Figure 1. M1 wires.
(3 px per um)
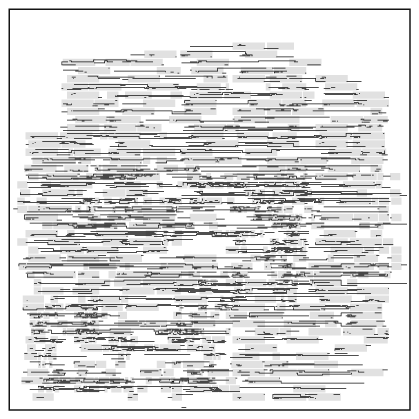
Figure 2. Metal 2.
(4 px per um)
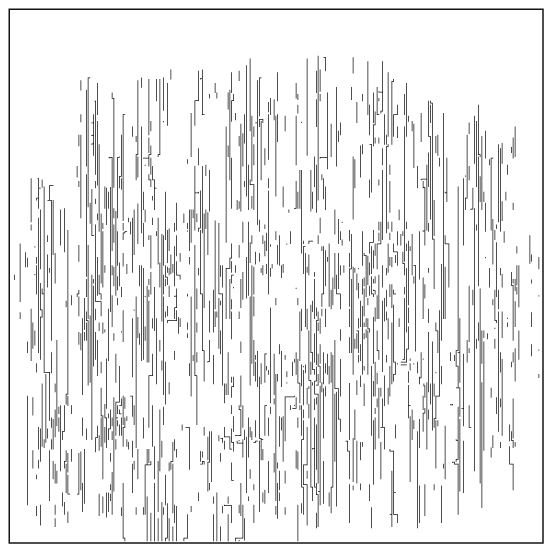
Figure 3. Signal wires on met3.
(2 px per um)
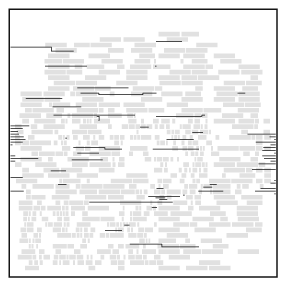
Figure 4. Met4 routing.
(2 px per um)
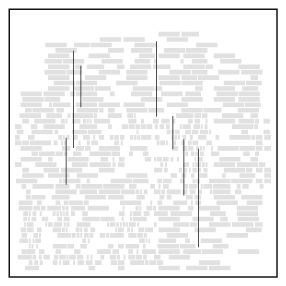
Figure 5. Routing congestion map.
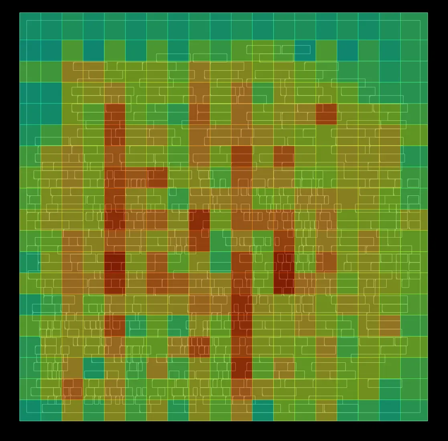
--- config.mk ---
export PLATFORM = sky130hd
export DESIGN_NAME = psum_accumulator_flat
export DESIGN_NICKNAME = d
export VERILOG_FILES = /design/src/rtl/psum_accumulator_if.sv /design/src/rtl/psum_accumulator.sv /design/src/flat_wrapper.sv
export SDC_FILE = /design/constraint.sdc
export NUM_CORES = 1
export LEC_CHECK = 0
export CORE_MARGIN = 2
export CORE_UTILIZATION = 43
export DETAILED_ROUTE_END_ITERATION = 8
export SYNTH_ARGS = -nofsm -noshare
export SYNTH_HDL_FRONTEND = slang
export SYNTH_SLANG_ARGS = --single-unit
--- constraint.sdc ---
create_clock -name clk -period 4.75 [get_ports clk]
set_input_delay 0.475 -clock clk [delete_from_list [all_inputs] [get_ports clk]]
set_output_delay 0.475 -clock clk [all_outputs]
set_load 0.1 [all_outputs]
--- src/rtl/psum_accumulator_if.sv ---
// psum_accumulator_if: job control, product input and psum output handshakes of the psum stage
interface psum_accumulator_if #(
    parameter int DATA_W = 16
);
    logic              start;
    logic [3:0]        cfg_len;
    logic [3:0]        cfg_pass;
    logic              busy;
    logic              in_valid;
    logic [DATA_W-1:0] in_data;
    logic              in_ready;
    logic              out_valid;
    logic [DATA_W-1:0] out_data;
    logic              out_ready;
    logic              done;
    logic              sat_flag;

    modport master (
        output start, cfg_len, cfg_pass, in_valid, in_data, out_ready,
        input  busy, in_ready, out_valid, out_data, done, sat_flag
    );

    modport slave (
        input  start, cfg_len, cfg_pass, in_valid, in_data, out_ready,
        output busy, in_ready, out_valid, out_data, done, sat_flag
    );
endinterface

--- src/rtl/psum_accumulator.sv ---
// psum_accumulator: saturating multi-pass psum scratchpad that drains its entries in order after the last pass
module psum_accumulator #(
    parameter int DATA_W     = 16,
    parameter int PSUM_DEPTH = 8
) (
    input logic               clk,
    input logic               rst_n,
    psum_accumulator_if.slave bus_if
);
    localparam int IW = PSUM_DEPTH > 1 ? $clog2(PSUM_DEPTH) : 1;

    typedef enum logic [1:0] {IDLE, ACCUM, DRAIN} state_e;

    state_e            state_q, state_d;
    logic [IW-1:0]     idx_q, idx_d;
    logic [3:0]        len_q, len_d, pass_q, pass_d, pcnt_q, pcnt_d;
    logic              sat_q, sat_d, done_q, done_d;
    logic [DATA_W-1:0] spad_q [PSUM_DEPTH];
    logic [DATA_W:0]   sum;
    logic [DATA_W-1:0] wdata;
    logic [3:0]        len_c;
    logic              ovf, in_fire, out_fire, last_idx, last_pass;

    assign in_fire   = state_q == ACCUM && bus_if.in_valid;
    assign out_fire  = state_q == DRAIN && bus_if.out_ready;
    assign last_idx  = {{(4-IW){1'b0}}, idx_q} == len_q - 4'd1;
    assign last_pass = pcnt_q == pass_q - 4'd1;
    assign len_c     = bus_if.cfg_len == 4'd0 ? 4'd1 :
                       bus_if.cfg_len > 4'(PSUM_DEPTH) ? 4'(PSUM_DEPTH) : bus_if.cfg_len;

    // Sign-extended add: overflow shows up as disagreement of the top two bits
    assign sum   = {spad_q[idx_q][DATA_W-1], spad_q[idx_q]} + {bus_if.in_data[DATA_W-1], bus_if.in_data};
    assign ovf   = sum[DATA_W] != sum[DATA_W-1];
    assign wdata = pcnt_q == 4'd0 ? bus_if.in_data :
                   !ovf ? sum[DATA_W-1:0] :
                   sum[DATA_W] ? {1'b1, {(DATA_W-1){1'b0}}} : {1'b0, {(DATA_W-1){1'b1}}};

    assign bus_if.busy      = state_q != IDLE;
    assign bus_if.in_ready  = state_q == ACCUM;
    assign bus_if.out_valid = state_q == DRAIN;
    assign bus_if.out_data  = state_q == DRAIN ? spad_q[idx_q] : '0;
    assign bus_if.done      = done_q;
    assign bus_if.sat_flag  = sat_q;

    always_comb begin
        state_d = state_q;
        idx_d   = idx_q;
        len_d   = len_q;
        pass_d  = pass_q;
        pcnt_d  = pcnt_q;
        sat_d   = sat_q;
        done_d  = 1'b0;
        if (state_q == IDLE && bus_if.start) begin
            state_d = ACCUM;
            idx_d   = '0;
            pcnt_d  = '0;
            sat_d   = 1'b0;
            len_d   = len_c;
            pass_d  = bus_if.cfg_pass == 4'd0 ? 4'd1 : bus_if.cfg_pass;
        end else if (in_fire) begin
            idx_d   = last_idx ? '0 : idx_q + 1'b1;
            pcnt_d  = last_idx ? pcnt_q + 4'd1 : pcnt_q;
            sat_d   = sat_q | (pcnt_q != 4'd0 && ovf);
            state_d = last_idx && last_pass ? DRAIN : ACCUM;
        end else if (out_fire) begin
            idx_d   = last_idx ? '0 : idx_q + 1'b1;
            state_d = last_idx ? IDLE : DRAIN;
            done_d  = last_idx;
        end
    end

    always_ff @(posedge clk) begin
        if (!rst_n) begin
            state_q <= IDLE;
            idx_q   <= '0;
            len_q   <= 4'd1;
            pass_q  <= 4'd1;
            pcnt_q  <= '0;
            sat_q   <= 1'b0;
            done_q  <= 1'b0;
        end else begin
            state_q <= state_d;
            idx_q   <= idx_d;
            len_q   <= len_d;
            pass_q  <= pass_d;
            pcnt_q  <= pcnt_d;
            sat_q   <= sat_d;
            done_q  <= done_d;
        end
    end

    // Scratchpad is never reset: pass 0 overwrites every used entry
    always_ff @(posedge clk) begin
        if (in_fire) spad_q[idx_q] <= wdata;
    end
endmodule

--- src/flat_wrapper.sv ---
// flat-port wrapper written by rule: the top's interface ports become plain ports
module psum_accumulator_flat 
#(
    parameter int DATA_W     = 16,
    parameter int PSUM_DEPTH = 8
)
  (clk, rst_n, bus_if_start, bus_if_cfg_len, bus_if_cfg_pass, bus_if_in_valid, bus_if_in_data, bus_if_out_ready, bus_if_busy, bus_if_in_ready, bus_if_out_valid, bus_if_out_data, bus_if_done, bus_if_sat_flag);
  psum_accumulator_if #(.DATA_W(DATA_W)) bus_if_i ();
  input logic clk;
  input logic rst_n;
  input wire logic [$bits(bus_if_i.start)-1:0] bus_if_start;
  input wire logic [$bits(bus_if_i.cfg_len)-1:0] bus_if_cfg_len;
  input wire logic [$bits(bus_if_i.cfg_pass)-1:0] bus_if_cfg_pass;
  input wire logic [$bits(bus_if_i.in_valid)-1:0] bus_if_in_valid;
  input wire logic [$bits(bus_if_i.in_data)-1:0] bus_if_in_data;
  input wire logic [$bits(bus_if_i.out_ready)-1:0] bus_if_out_ready;
  output wire logic [$bits(bus_if_i.busy)-1:0] bus_if_busy;
  output wire logic [$bits(bus_if_i.in_ready)-1:0] bus_if_in_ready;
  output wire logic [$bits(bus_if_i.out_valid)-1:0] bus_if_out_valid;
  output wire logic [$bits(bus_if_i.out_data)-1:0] bus_if_out_data;
  output wire logic [$bits(bus_if_i.done)-1:0] bus_if_done;
  output wire logic [$bits(bus_if_i.sat_flag)-1:0] bus_if_sat_flag;
  assign bus_if_i.start = bus_if_start;
  assign bus_if_i.cfg_len = bus_if_cfg_len;
  assign bus_if_i.cfg_pass = bus_if_cfg_pass;
  assign bus_if_i.in_valid = bus_if_in_valid;
  assign bus_if_i.in_data = bus_if_in_data;
  assign bus_if_i.out_ready = bus_if_out_ready;
  assign bus_if_busy = bus_if_i.busy;
  assign bus_if_in_ready = bus_if_i.in_ready;
  assign bus_if_out_valid = bus_if_i.out_valid;
  assign bus_if_out_data = bus_if_i.out_data;
  assign bus_if_done = bus_if_i.done;
  assign bus_if_sat_flag = bus_if_i.sat_flag;
  psum_accumulator #(.DATA_W(DATA_W), .PSUM_DEPTH(PSUM_DEPTH)) u_core (.clk(clk), .rst_n(rst_n), .bus_if(bus_if_i));
endmodule
==> impl_metrics.env <==
# flow metrics
export IMPL_outcome="completed"
export IMPL_drv_slew=0
export IMPL_core_area_um2=16400
export IMPL_largest_register="u_core.spad_q"
export IMPL_dp_cells=768
export IMPL_synth_top_cell_by_area="edfxtp_1"
export IMPL_power_switching_uw=738
export IMPL_end_kind="flop"
export IMPL_setup_tns_ns=0
export IMPL_maxSlewHeadroom=0.335
export IMPL_fin_crit_sh=0.912
export IMPL_compound_area_frac=0.0732
export IMPL_numSynthFlops=150
export IMPL_tightest_slew_ns=0.994
export IMPL_cp_depth=11
export IMPL_yosys_cell_count_top_type="edfxtp_1"
export IMPL_clkTransAtPathRegs_ns=0.06
export IMPL_comb_cell_power_uw=371
export IMPL_ys_types=55
export IMPL_dp_slack_ns=0.439
export IMPL_power_frac_seq=0.433
export IMPL_pg_seq_uw=1460
export IMPL_netlist_area_um2=7160
export IMPL_combPwrFrac=0.110
export IMPL_antenna_cells=0
export IMPL_nClkBuffers=17
export IMPL_buffers=68
export IMPL_cp_max_fo=12
export IMPL_dieArea_um2=17700
export IMPL_netlist_top_cells_count="edfxtp_1, nor2_1, mux4_2, a21oi_1, dfxtp_1"
export IMPL_ant_nets=0
export IMPL_syn_num_nets=552
export IMPL_grt_pass1_wl_um=26100
export IMPL_comb_share=0.314
export IMPL_antenna_found_initial=0
export IMPL_cts_tree="yes"
export IMPL_startpoint_type="flop"
export IMPL_wl_per_cell_um=20.5
export IMPL_xor_area_frac=0.0269
export IMPL_worstPathArrival_ns=4.49
export IMPL_ys_seq_share=0.598
export IMPL_synth_area_top_cells="edfxtp_1, mux4_2, dfxtp_1, ha_1, mux2_2"
export IMPL_grt_setup_unrepaired="no"
export IMPL_finalSetupViolations=0
export IMPL_portBuffers=49
export IMPL_final_cell_mix="edfxtp_1, clkdlybuf4s50_1, nor2_1"
export IMPL_grt_ovfl_total=0
export IMPL_dr_wl_met3_um=647
export IMPL_peakVddDrop_mv=0.253
export IMPL_hold_path_class="reg2reg"
export IMPL_grt_busiest_layer="met2"
export IMPL_routed_top_layer="met4"
export IMPL_fin_area_um2=8720
export IMPL_htreeDepth=4
export IMPL_place_gp_congestion=0.834
export IMPL_grt_pass1_vias=4580
export IMPL_die_height_um=133
export IMPL_tap_cells=220
export IMPL_clock_tree_root_cell="clkbuf_16"
export IMPL_cap_violations=0
export IMPL_fmax_mhz=231
export IMPL_netlist_instances=501
export IMPL_drt_pass1_iterations=4
export IMPL_io_pins=50
export IMPL_layout_min_cycle_time_ns=4.33
export IMPL_reg2reg_depth=11
export IMPL_path_delay_family="AND-OR/OR-AND gates"
export IMPL_nNetsFinal=618
export IMPL_comb_area_um2=2740
export IMPL_clockBufferDepth=2
export IMPL_drc=0
export IMPL_seqCellArea_um2=4290
export IMPL_ys_flop_type="edfxtp_1"
export IMPL_p_int_uw=2640
export IMPL_cts_hold_buffers=0
export IMPL_avgSynthCellArea_um2=14.3
export IMPL_clkPwrFrac=0.457
export IMPL_top_power_group="clock"
export IMPL_placed_cell_area_um2=8040
export IMPL_clock_power_uw=1540
export IMPL_nNonClkInverters=16
export IMPL_grt_max_degree=33
export IMPL_layout_drive_gt1_share=0.214
export IMPL_cts_sinks=150
export IMPL_final_common_cell="edfxtp_1"
export IMPL_power_uw=3380
export IMPL_clockNetworkAreaShare=0.0783
export IMPL_vias_per_cell=5.55
export IMPL_cts_resized_gates=0
export IMPL_dp_hpwl_um=10600
export IMPL_fp_dieW_um=133
export IMPL_ys_sh_adder=0.0395
export IMPL_ff_count=150
export IMPL_initial_utilization=0.437
export IMPL_clock_latency_ns=0.43
export IMPL_synth_warnings=0
export IMPL_power_density_nw_per_um2=387
export IMPL_comb_multi_input_count=314
export IMPL_met2_wirelength_um=7490
export IMPL_fill_cells=1367
export IMPL_area_share_nonclk_buffers=0.0777
Notes on Figure 1 above:
571 nets have wire on it. The longest straight run is 46.5 um.
met1 Use GR: 0.285
Total Routed Length: 16400 um

Notes on Figure 2 above:
The wires run mostly vertical. The layer holds 46% of the routed length.
met2 Use GR: 0.307
vias: 4439

Notes on Figure 3 above:
54 nets have wire on it. The layer holds 3.9% of the routed length. The longest straight run is 41.4 um. The wires run mostly horizontal. The layer carries 648 um of wire.

Notes on Figure 4 above:
The longest straight run is 49.0 um. The layer holds 1.4% of the routed length.

Notes on Figure 5 above:
utilization after layout: 0.532
M3 GR Usage: 0.0433

